==> config.mk <==
export PLATFORM = sky130hd
export DESIGN_NAME = spi_master_param_flat
export DESIGN_NICKNAME = d
export VERILOG_FILES = /design/src/rtl/spi_master_param_if.sv /design/src/rtl/spi_master_param.sv /design/src/flat_wrapper.sv
export SDC_FILE = /design/constraint.sdc
export NUM_CORES = 1
export LEC_CHECK = 0
export ABC_AREA = 1
export CORE_UTILIZATION = 50
export DETAILED_ROUTE_END_ITERATION = 16
export DONT_BUFFER_PORTS = 1
export GPL_ROUTABILITY_DRIVEN = 0
export PLACE_DENSITY = 0.68
export SLEW_MARGIN = 5
export SYNTH_ARGS = -nofsm -noshare
export SYNTH_HDL_FRONTEND = slang
export SYNTH_SLANG_ARGS = --single-unit
==> constraint.sdc <==
create_clock -name clk -period 1.7 [get_ports clk]
set_clock_uncertainty 0.1 [all_clocks]
set_input_delay 0.255 -clock clk [delete_from_list [all_inputs] [get_ports clk]]
set_output_delay 0.255 -clock clk [all_outputs]
set_load 0.1 [all_outputs]
==> src/rtl/spi_master_param_if.sv <==
// spi_master_param_if: host-side request/status bundle of spi_master_param.
// Signals:
//   t_start, d_in, cpol, cpha, clk_div, cs_sel : requests from the register block.
//   d_out, busy, done                         : status returned by the SPI engine.
//   lsb_first                                 : only with SPI_MASTER_LSB_FIRST_EN.
// Modports:
//   master : register-block side.
//   slave  : SPI engine side.
interface spi_master_param_if #(
    parameter int DATA_W   = 8,
    parameter int DIV_W    = 8,
    parameter int CS_SEL_W = 3
);
    logic                t_start;
    logic [DATA_W-1:0]   d_in;
    logic                cpol;
    logic                cpha;
    logic [DIV_W-1:0]    clk_div;
    logic [CS_SEL_W-1:0] cs_sel;
`ifdef SPI_MASTER_LSB_FIRST_EN
    logic                lsb_first;
`endif
    logic [DATA_W-1:0]   d_out;
    logic                busy;
    logic                done;

`ifdef SPI_MASTER_LSB_FIRST_EN
    modport master (
        output t_start, d_in, cpol, cpha, clk_div, cs_sel, lsb_first,
        input  d_out, busy, done
    );
    modport slave (
        input  t_start, d_in, cpol, cpha, clk_div, cs_sel, lsb_first,
        output d_out, busy, done
    );
`else
    modport master (
        output t_start, d_in, cpol, cpha, clk_div, cs_sel,
        input  d_out, busy, done
    );
    modport slave (
        input  t_start, d_in, cpol, cpha, clk_div, cs_sel,
        output d_out, busy, done
    );
`endif
endinterface

==> src/rtl/spi_master_param.sv <==
// spi_master_param: parametrised SPI master, any CPOL/CPHA, programmable SCLK
// half-period H = clk_div+1, decoded active-low chip selects, one-cycle done.
// Ports:
//   clk, reset : system clock, synchronous active-high reset.
//   bus        : spi_master_param_if.slave (request inputs, d_out/busy/done).
//   miso       : serial data in.
//   mosi       : serial data out (registered).
//   spi_clk    : SCLK (registered, never a gated clock).
//   cs_n       : CS_N active-low chip selects.
// Optional: define SPI_MASTER_LSB_FIRST_EN to add bus.lsb_first (LSB-first).
module spi_master_param #(
    parameter int DATA_W   = 8,
    parameter int DIV_W    = 8,
    parameter int CS_N     = 1,
    parameter int CS_SEL_W = 3
) (
    input  logic              clk,
    input  logic              reset,
    spi_master_param_if.slave bus,
    input  logic              miso,
    output logic              mosi,
    output logic              spi_clk,
    output logic [CS_N-1:0]   cs_n
);
    localparam int EDGE_W = $clog2(2 * DATA_W);
    localparam logic [EDGE_W-1:0] LAST_EDGE = EDGE_W'(2 * DATA_W - 1);

    typedef enum logic [2:0] {IDLE, LEAD, SHIFT, TRAIL, DONE} state_t;

    state_t            state_q, state_d;
    logic [DIV_W-1:0]  div_cnt_q, div_cnt_d;
    logic [DIV_W-1:0]  div_q, div_d;
    logic [EDGE_W-1:0] edge_q, edge_d;
    logic              cpol_q, cpol_d;
    logic              cpha_q, cpha_d;
    logic              lsb_q, lsb_d;
    logic [DATA_W-1:0] tx_q, tx_d;
    logic [DATA_W-1:0] rx_q, rx_d;
    logic [DATA_W-1:0] d_out_q, d_out_d;
    logic              busy_q, busy_d;
    logic              done_q, done_d;
    logic              mosi_q, mosi_d;
    logic              sclk_q, sclk_d;
    logic [CS_N-1:0]   cs_n_q, cs_n_d;

    logic              lsb_in;
    logic              tick;
    logic              lead_edge;
    logic              do_sample;
    logic              do_shift;
    logic              next_bit;
    logic              first_bit;
    logic [DATA_W-1:0] tx_shifted;
    logic [DATA_W-1:0] rx_shifted;
    logic [DATA_W-1:0] din_shifted;

`ifdef SPI_MASTER_LSB_FIRST_EN
    assign lsb_in = bus.lsb_first;
`else
    assign lsb_in = 1'b0;
`endif

    // Even edge index = leading SCLK edge.
    assign tick      = (div_cnt_q == div_q);
    assign lead_edge = ~edge_q[0];
    assign do_sample = cpha_q ? ~lead_edge : lead_edge;
    // cpha=0 pre-loads bit 0 on accept, so its final trailing edge
    // must not shift: mosi keeps the last bit through TRAIL.
    assign do_shift  = cpha_q ? lead_edge
                              : (~lead_edge && edge_q != LAST_EDGE);

    assign next_bit    = lsb_q ? tx_q[0] : tx_q[DATA_W-1];
    assign tx_shifted  = lsb_q ? (tx_q >> 1) : (tx_q << 1);
    assign rx_shifted  = lsb_q ? {miso, rx_q[DATA_W-1:1]}
                               : {rx_q[DATA_W-2:0], miso};
    assign first_bit   = lsb_in ? bus.d_in[0] : bus.d_in[DATA_W-1];
    assign din_shifted = lsb_in ? (bus.d_in >> 1) : (bus.d_in << 1);

    always_comb begin
        state_d   = state_q;
        div_cnt_d = div_cnt_q;
        div_d     = div_q;
        edge_d    = edge_q;
        cpol_d    = cpol_q;
        cpha_d    = cpha_q;
        lsb_d     = lsb_q;
        tx_d      = tx_q;
        rx_d      = rx_q;
        d_out_d   = d_out_q;
        busy_d    = busy_q;
        done_d    = 1'b0;
        mosi_d    = mosi_q;
        sclk_d    = sclk_q;
        cs_n_d    = cs_n_q;
        unique case (state_q)
            IDLE: begin
                mosi_d = 1'b0;
                sclk_d = cpol_q;
                if (bus.t_start) begin
                    state_d   = LEAD;
                    div_cnt_d = '0;
                    edge_d    = '0;
                    div_d     = bus.clk_div;
                    cpol_d    = bus.cpol;
                    cpha_d    = bus.cpha;
                    lsb_d     = lsb_in;
                    rx_d      = '0;
                    busy_d    = 1'b1;
                    sclk_d    = bus.cpol;
                    mosi_d    = bus.cpha ? 1'b0 : first_bit;
                    tx_d      = bus.cpha ? bus.d_in : din_shifted;
                    // Out-of-range cs_sel leaves every select high.
                    for (int i = 0; i < CS_N; i++) begin
                        cs_n_d[i] = (int'(bus.cs_sel) != i);
                    end
                end
            end
            LEAD, SHIFT: begin
                div_cnt_d = tick ? '0 : div_cnt_q + DIV_W'(1);
                if (tick) begin
                    sclk_d = ~sclk_q;
                    if (do_sample) begin
                        rx_d = rx_shifted;
                    end
                    if (do_shift) begin
                        mosi_d = next_bit;
                        tx_d   = tx_shifted;
                    end
                    if (edge_q == LAST_EDGE) begin
                        edge_d  = '0;
                        state_d = TRAIL;
                    end else begin
                        edge_d  = edge_q + EDGE_W'(1);
                        state_d = SHIFT;
                    end
                end
            end
            TRAIL: begin
                div_cnt_d = tick ? '0 : div_cnt_q + DIV_W'(1);
                if (tick) begin
                    state_d = DONE;
                    done_d  = 1'b1;
                    busy_d  = 1'b0;
                    cs_n_d  = '1;
                    mosi_d  = 1'b0;
                    d_out_d = rx_q;
                end
            end
            DONE: begin
                state_d = IDLE;
            end
            default: begin
                state_d = IDLE;
            end
        endcase
    end

    always_ff @(posedge clk) begin
        if (reset) begin
            state_q   <= IDLE;
            div_cnt_q <= '0;
            div_q     <= '0;
            edge_q    <= '0;
            cpol_q    <= 1'b0;
            cpha_q    <= 1'b0;
            lsb_q     <= 1'b0;
            tx_q      <= '0;
            rx_q      <= '0;
            d_out_q   <= '0;
            busy_q    <= 1'b0;
            done_q    <= 1'b0;
            mosi_q    <= 1'b0;
            sclk_q    <= 1'b0;
            cs_n_q    <= '1;
        end else begin
            state_q   <= state_d;
            div_cnt_q <= div_cnt_d;
            div_q     <= div_d;
            edge_q    <= edge_d;
            cpol_q    <= cpol_d;
            cpha_q    <= cpha_d;
            lsb_q     <= lsb_d;
            tx_q      <= tx_d;
            rx_q      <= rx_d;
            d_out_q   <= d_out_d;
            busy_q    <= busy_d;
            done_q    <= done_d;
            mosi_q    <= mosi_d;
            sclk_q    <= sclk_d;
            cs_n_q    <= cs_n_d;
        end
    end

    assign mosi      = mosi_q;
    assign spi_clk   = sclk_q;
    assign cs_n      = cs_n_q;
    assign bus.d_out = d_out_q;
    assign bus.busy  = busy_q;
    assign bus.done  = done_q;
endmodule

==> src/flat_wrapper.sv <==
// flat-port wrapper written by rule: the top's interface ports become plain ports
module spi_master_param_flat 
#(
    parameter int DATA_W   = 8,
    parameter int DIV_W    = 8,
    parameter int CS_N     = 1,
    parameter int CS_SEL_W = 3
)
  (clk, reset, miso, mosi, spi_clk, cs_n, bus_t_start, bus_d_in, bus_cpol, bus_cpha, bus_clk_div, bus_cs_sel, bus_d_out, bus_busy, bus_done);
  spi_master_param_if #(.DATA_W(DATA_W), .DIV_W(DIV_W), .CS_SEL_W(CS_SEL_W)) bus_i ();
  input  logic clk;
  input  logic reset;
  input  logic miso;
  output logic mosi;
  output logic spi_clk;
  output logic [CS_N-1:0] cs_n;
  input wire logic [$bits(bus_i.t_start)-1:0] bus_t_start;
  input wire logic [$bits(bus_i.d_in)-1:0] bus_d_in;
  input wire logic [$bits(bus_i.cpol)-1:0] bus_cpol;
  input wire logic [$bits(bus_i.cpha)-1:0] bus_cpha;
  input wire logic [$bits(bus_i.clk_div)-1:0] bus_clk_div;
  input wire logic [$bits(bus_i.cs_sel)-1:0] bus_cs_sel;
  output wire logic [$bits(bus_i.d_out)-1:0] bus_d_out;
  output wire logic [$bits(bus_i.busy)-1:0] bus_busy;
  output wire logic [$bits(bus_i.done)-1:0] bus_done;
  assign bus_i.t_start = bus_t_start;
  assign bus_i.d_in = bus_d_in;
  assign bus_i.cpol = bus_cpol;
  assign bus_i.cpha = bus_cpha;
  assign bus_i.clk_div = bus_clk_div;
  assign bus_i.cs_sel = bus_cs_sel;
  assign bus_d_out = bus_i.d_out;
  assign bus_busy = bus_i.busy;
  assign bus_done = bus_i.done;
  spi_master_param #(.DATA_W(DATA_W), .DIV_W(DIV_W), .CS_N(CS_N), .CS_SEL_W(CS_SEL_W)) u_core (.clk(clk), .reset(reset), .bus(bus_i), .miso(miso), .mosi(mosi), .spi_clk(spi_clk), .cs_n(cs_n));
endmodule
==> results.toml, run 1 <==
# yosys + openroad results
[status]
outcome = "finished clean"

[critical_path]
cp.depth = 10
cpPeakStageDelay_ns = 0.38
crit_arrival_ns = 1.71
rr_startpoint = "u_core.state_q[2]$_SDFFE_PP0P_"
r2r_cells = 10
cp.required_ns = 1.81
path_common_cell = "nand2_1"
r2r_slack_ns = 0.1
critical_path_class = "reg -> reg"
critPathSlowestCell = "dfxtp_1"
reg2reg_to = "u_core.tx_q[6]$_SDFFE_PP0P_"
path_max_fanout = 8
crit_start = "u_core.state_q[2]$_SDFFE_PP0P_"
cp_top_family = "simple AND/OR/NAND/NOR gates"
crit_path_end = "u_core.tx_q[6]$_SDFFE_PP0P_"
cp-start-kind = "flip-flop"
crit_path_end_kind = "flip-flop"
path_buffers = 3
crit_chain = "inv_2 > nand2_2 > nor2_4 > inv_2 > buf_4 > nand2_1 > nand2_1 > nand3b_1 > nand2_1 > nor2_1"

[cts]
path_clk_slew_ns = 0.10
worstSkewPairLatency_ns = 0.31
cts_buffer_depth = 2
cts_tree = "done"
htree_levels = 2
cts_buffers = 5
clock_sinks = 54
cts_root_buf = "clkbuf_8"

[pwr]
power_w = 0.00700
power.switching_w = 0.00314
switching_share = 0.449
ir_drop_uv = 1020
p_leak_nw = 1.52
pwr-share-comb = 0.580
intPower_w = 0.00386
seq_power_share = 0.269
p_per_area_mw_per_mm2 = 2120
p_clk_frac = 0.151

[logic_synthesis]
synth_top_cell_by_count = "nand2_1"
top_cells_by_count = "nand2_1, dfxtp_1, a21oi_1"
yosys_area_mm2 = 0.00273
synth.avg_cell_area_um2 = 6.66
synth-main-ff-cell = "dfxtp_1"
ys.warnings.count = 0
syn_area_mm2 = 0.00273
synth.top_cell.area_share = 0.396
ys_types = 26
ys.flops = 54
fp_nets = 437
ys_seq_frac = 0.396
synth_cells = 410
synthArstFlopShare = 0
yosys_cells = 410
topCellsByArea = "dfxtp_1, nand2_1, a21oi_1"
yosysTopAreaCell = "dfxtp_1"
edf_count = 0

[global_routing]
overflow = 0
antenna_found_initial = 0
grt_pass1_vias = 2176
grt_max_degree = 39
grt_pass1_wl_mm = 9.78
grt_usage = 0.221

[job]
maxCapViolations = 0
log.warning_count = 27

[timing]
worst_pin_slew_ns = 0.444
setup_ws_ns = 0.0966
period_needed_ns = 1.60
finalCritPeriodShare = 0.943
finalMaxSlewViolations = 0
final-setup-viol-count = 0
rsz0062_at_grt = "yes"
final_hold_viol_count = 0
slew_headroom = 0.703
timing.fmax_mhz = 624
finalSetupTns_ns = 0
timing.hold.ws_ns = 0.00817

[hold_path]
hold-path-endpoint = "u_core.div_q[0]$_SDFFE_PP0P_"
whs_path_depth = 2
min-delay-start = "bus_clk_div[0]"
timing.hold.worst.class = "in -> reg"

[placed_design]
placedCellCount = 496
hpwlAfterDp_mm = 4.23
post_dp_cell_area_mm2 = 0.00300
portBuffers = 0

[die]
chipHeight_um = 75.9
core_area_mm2 = 0.00517
core_util_floorplan = 0.528
die_w_um = 75.9
num_io_pins = 38
rows = 26
dieArea_mm2 = 0.00576

[detailed_routing]
drc_errors = 0
dr.pass1.iters = 5
ant_nets = 0
vias = 2612
via_per_inst = 5.08
drt_iter0_drc = 87
wl_per_cell_um = 12.5
wl_mm = 6.40

[finish]
layout-drive-gt1-share = 0.160
final_common_cell = "nand2_1"
final_cell_area_mm2 = 0.00330
nets = 470
final_util = 0.637
diodes = 0
mostFrequentLayoutCells = "nand2_1, dfxtp_1, a21oi_1, nor2_1, buf_4"
syn_to_final_growth_pct = 20.8
final_cells = 514
run 1: state kept, by name (all words and copies together) (netlist names), 3 cells and up:
register and count:
u_core.bus.d_out 8, u_core.div_cnt_q 8, u_core.div_q 8, u_core.rx_q 8, u_core.tx_q 8, u_core.edge_q 4, u_core.state_q 3
run 1: timing repair:
action / 4_1_cts / 5_1_grt
buffers inserted: 0 / 4
hold endpoints to repair: 11 / 0
endpoints found under the setup margin: 0 / 31
hold buffers: 4 / 0
gates resized: 0 / 13
run 1: cells by family (layout without fill, tap and decap cells):
logic type	after synthesis	after routing	synth area share
and+or+nand+nor	219	219	0.348
AOI/OAI and AO/OA	73	73	0.138
DFF	54	54	0.396
xor gates and xnor gates	7	7	0.0225
buffers and inverters	55	89	0.0862
adders and majority gates	2	2	0.00917
run 1: metal layers:
metal | track usage | vias up | part of all wire | wire length [um]
met4 | 0.0556 | 0 | 0.0094 | 60
li1 | - | 1372 | - | -
met3 | 0.0437 | 7 | 0.035 | 224
met2 | 0.372 | 45 | 0.48 | 3060
met5 | 0 | - | 0 | 0
met1 | 0.289 | 1188 | 0.48 | 3060
run 1: area by class of cell:
type | instances | area (um2)
clock buffers | 6 | 82.6
clock inverters | 2 | 60.1
fillers | 474 | 1880
inverters | 37 | 144
multi-input cells | 301 | 1440
flip-flops and latches | 54 | 1080
well taps | 70 | 87.6
repair buffers | 44 | 400
run 1: power groups by stage:
stage | logic (W) | registers (W) | clock network, W
floorplan | 0.00252 | 0.00218 | 0
global placement | 0.00348 | 0.00189 | 0
detailed placement | 0.00357 | 0.00189 | 0
CTS | 0.00359 | 0.00187 | 0.00106
global route | 0.00453 | 0.00192 | 0.00112
finish | 0.00406 | 0.00188 | 0.00106
**Run 1: cells coloured by class**

Scale bar: 20 um. Fill, decap, tap and diode cells in grey.
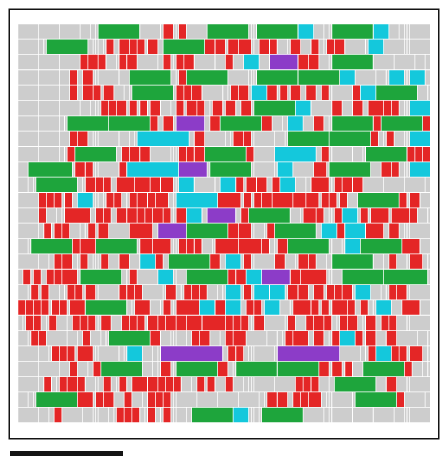
Key: red = combinational and other logic [cells 338, share of their area 49%]; cyan = other buffers and delay cells [cells 44, share of their area 12%]; green = flops [cells 54, share of their area 34%]; purple = clock drivers and dummy loads [cells 8, share of their area 4.4%]

**Run 1: routed metal per tile**

15 x 15 tiles, from black (low) to pale yellow (high), scaled to the fullest tile. Values are wire area over tile area, all layers added.
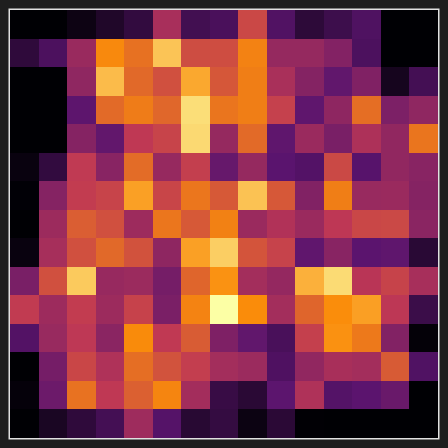
11% of the tiles are nearly empty. The mean over all tiles is 0.17. The fullest tile reaches 0.43. 38% of the tiles are over half the peak.

**Run 1: M1 wires**

Supply wires on this layer in grey.
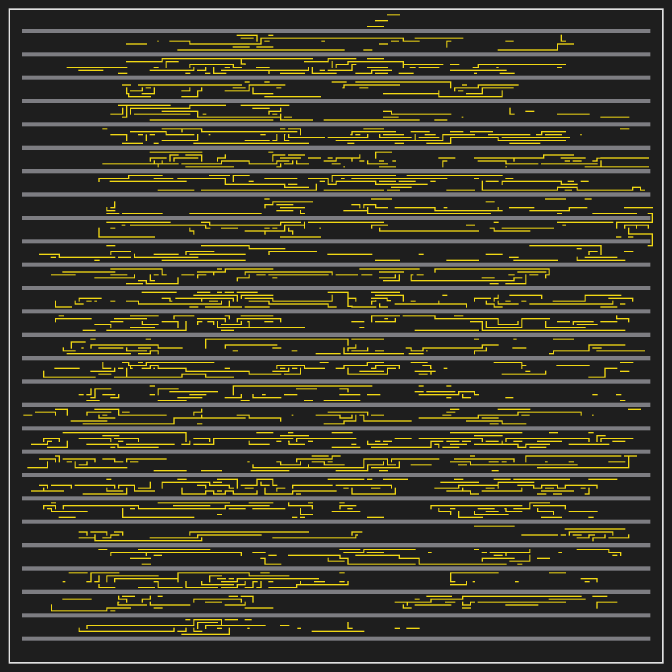
The layer holds 48% of the routed length. The wires run mostly horizontal. The layer carries 3060 um of wire. The longest straight run is 19.3 um. 439 nets have wire on it.

**Run 1: wiring by layer**

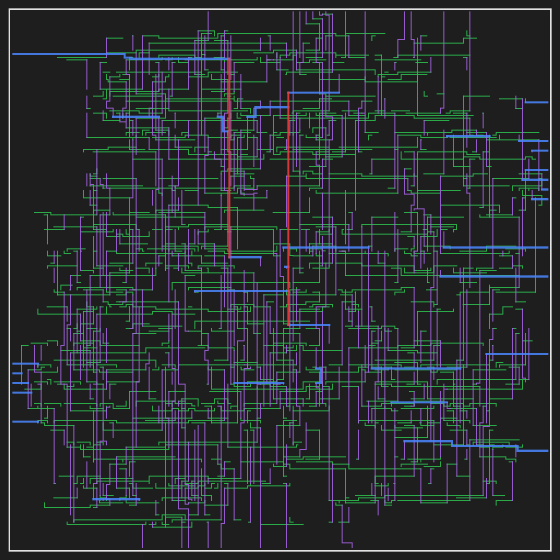

## Run 2: what changed since run 1
--- a/config.mk
+++ b/config.mk
@@ -11,6 +11,7 @@
 export DONT_BUFFER_PORTS = 1
 export GPL_ROUTABILITY_DRIVEN = 0
 export PLACE_DENSITY = 0.68
+export REMOVE_ABC_BUFFERS = 1
 export SLEW_MARGIN = 5
 export SYNTH_ARGS = -nofsm -noshare
 export SYNTH_HDL_FRONTEND = slang
**Run 2: wiring by layer**

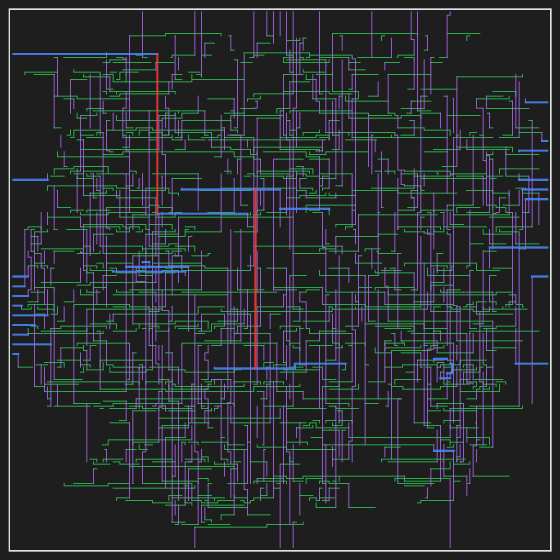
Key: purple = metal 2 [wire length 2900 um]; red = metal 4 [wire length 47.6 um]; green = metal 1 [wire length 2960 um]; blue = metal 3 [wire length 161 um]

**Run 2: M1 wires**

Supply wires on this layer in grey.
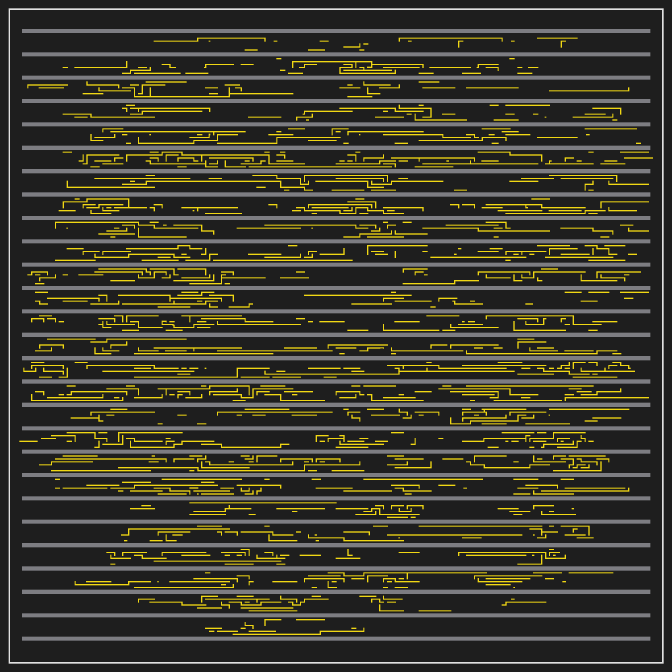
The layer holds 49% of the routed length. The longest straight run is 17.0 um. The wires run mostly horizontal.

**Run 2: cell outlines without signal wires**

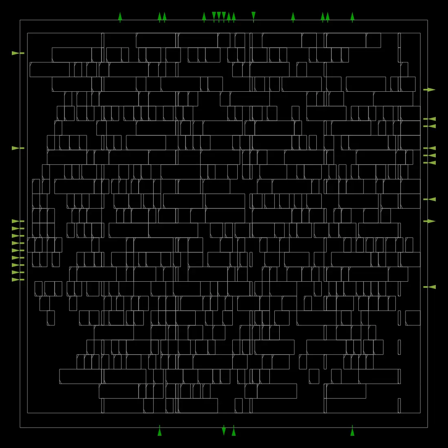
registers: 54
fill count: 506
flop share of the area: 0.336

==> run 2 against run 1 <==
Net effect:
- critical path depth shrank 2
- critical path type unchanged
- first-iteration DRC count grew 5.7%
- final area shrank 2.2%
- hold slack lost 0.0037 ns
==> results.toml, run 2 <==
# yosys + openroad results
[finish]
mostFrequentLayoutCells = "nand2_1, dfxtp_1, a21oi_1, nor2_1, buf_4"
regArea_mm2 = 0.00108
nets = 469
layout-drive-gt1-share = 0.149
final_cell_area_mm2 = 0.00322
syn_to_final_growth_pct = 18.2
final_common_cell = "nand2_1"
final_cells = 513
logic_area_mm2 = 0.00144
diodes = 0
final_util = 0.623

[timing]
timing.fmax_mhz = 626
worst_pin_slew_ns = 0.427
period_needed_ns = 1.60
finalSetupTns_ns = 0
final_hold_viol_count = 0
final-setup-viol-count = 0
finalCritPeriodShare = 0.939
setup_ws_ns = 0.103
timing.hold.ws_ns = 0.00451
rsz0062_at_grt = "no"
slew_headroom = 0.714
finalMaxSlewViolations = 0

[pwr]
p_leak_nw = 1.48
p_per_area_mw_per_mm2 = 2050
ir_drop_uv = 903
power_w = 0.00661

[critical_path]
critPathSlowestCell = "dfxtp_1"
crit_chain = "nor2_4 > inv_2 > nor2_4 > nand2_4 > buf_4 > inv_1 > nand2_1 > a21oi_1"
crit_arrival_ns = 1.74
cp-start-kind = "flip-flop"
cp.required_ns = 1.84
cpPeakStageDelay_ns = 0.36
path_buffers = 3
path_max_fanout = 12
path_common_cell = "nor2_4"
cp.depth = 8
r2r_cells = 8
crit_path_end_kind = "flip-flop"
critical_path_class = "reg -> reg"
cp_top_family = "simple AND/OR/NAND/NOR gates"

[global_routing]
use_met3 = 0.0357
grt_busiest_layer = "met2"
grt_pass1_vias = 2212
antenna_found_initial = 0
grt_max_degree = 39
use_met1 = 0.255
overflow = 0
grt_usage = 0.209
grt_pass1_wl_mm = 9.35
grtUsageMet2 = 0.384

[detailed_routing]
vias = 2572
dr.pass1.iters = 5
via_per_inst = 5.01
top_layer_used = "met4"
wl_per_cell_um = 11.8
route.met2.wl_mm = 2.90
wl_met1_mm = 2.96
drt_iter0_drc = 92
ant_nets = 0
drc_errors = 0
wl_mm = 6.07
routed-wl-met3_um = 161

[logic_synthesis]
syn_area_mm2 = 0.00273
topCellsByArea = "dfxtp_1, nand2_1, a21oi_1"
ys.flops = 54
edf_count = 0
ys_types = 26
yosys_cells = 410
synthArstFlopShare = 0
yosysTopAreaCell = "dfxtp_1"
top_cells_by_count = "nand2_1, dfxtp_1, a21oi_1"
ys_seq_frac = 0.396
synth.avg_cell_area_um2 = 6.66
synth_cells = 410
yosys_area_mm2 = 0.00273
synth.top_cell.area_share = 0.396
synth-main-ff-cell = "dfxtp_1"
ys.warnings.count = 0
synth_top_cell_by_count = "nand2_1"

[die]
rows = 26
chipHeight_um = 75.9
num_io_pins = 38
core_area_mm2 = 0.00517
core_util_floorplan = 0.528
dieArea_mm2 = 0.00576
die_w_um = 75.9

[status]
outcome = "finished clean"

[cts]
worstSkewPairLatency_ns = 0.31
postCtsResizedCells = 1
cts_buffer_depth = 2
htree_levels = 2
cts_root_buf = "clkbuf_8"
cts_buffers = 5
cts_setup_buffers = 0
cts_tree = "done"
path_clk_slew_ns = 0.10
clock_sinks = 54
ctsHoldBuffers = 7

[placed_design]
post_dp_cell_area_mm2 = 0.00296
dp_slack_ns = 0.0260
hpwlAfterDp_mm = 4.12
placedCellCount = 492
portBuffers = 0

[hold_path]
whs_path_depth = 3
timing.hold.worst.class = "in -> reg"

[job]
log.warning_count = 25
maxCapViolations = 0
-- run 2: netlist changes by cell type in the layout (fill, tap and decap cells not counted), sizes merged --
| cell | delta |
|---|---|
| clkinv | +1 |
| bufinv | -2 |
| inv | +1 |
| buf | -4 |
| clkbuf | -1 |
| dlygate4sd3 | +3 |
| clkinvlp | +1 |
-- run 2: worst min-delay path, delay by kind of cell --
kind	cells	cell delay, ns
AOI/OAI and AO/OA	2	0.08
and+or+nand+nor	1	0.04
-- run 2: final timing paths --
path,to,startpoint,slack (ns)
worst max-delay path,u_core.div_q[0]$_SDFFE_PP0P_,u_core.state_q[0]$_SDFFE_PP0P_,0.10
worst min-delay path,u_core.div_cnt_q[3]$_SDFFE_PP0P_,reset,0.005
worst max register to register,u_core.div_q[0]$_SDFFE_PP0P_,u_core.state_q[0]$_SDFFE_PP0P_,0.10
worst min register to register,u_core.div_q[4]$_SDFFE_PP0P_,u_core.div_q[4]$_SDFFE_PP0P_,0.38
-- run 2: cells by family after synthesis --
family                   count (synthesis)  share of synthesized area
adder cells (fa/ha/maj)                  2                    0.00917
XOR/XNOR                                 7                     0.0225
flip-flops                              54                      0.396
buffers and inverters                   55                     0.0862
AND-OR/OR-AND                           73                      0.138
AND/OR/NAND/NOR                        219                      0.348
-- run 2: final cells by class --
cell class                 instances  area share
tap                               70      0.0272
multi-input combinational        301       0.446
timing repair buffer              42       0.113
timing repair inverter             1     0.00194
clock buffer                       6      0.0256
sequential                        54       0.336
inverter                          37      0.0454
clock inverter                     2     0.00504
-- run 2: report_power, final --
group / total, W / leakage (nW) / internal, W / switching [W]
clock: 0.000773 / 0.0478 / 0.000336 / 0.000436
sequential: 0.00186 / 0.443 / 0.00163 / 0.000229
combinational: 0.00398 / 0.985 / 0.00153 / 0.00245
No activity file was given, so power comes from the tool's default toggle rates.
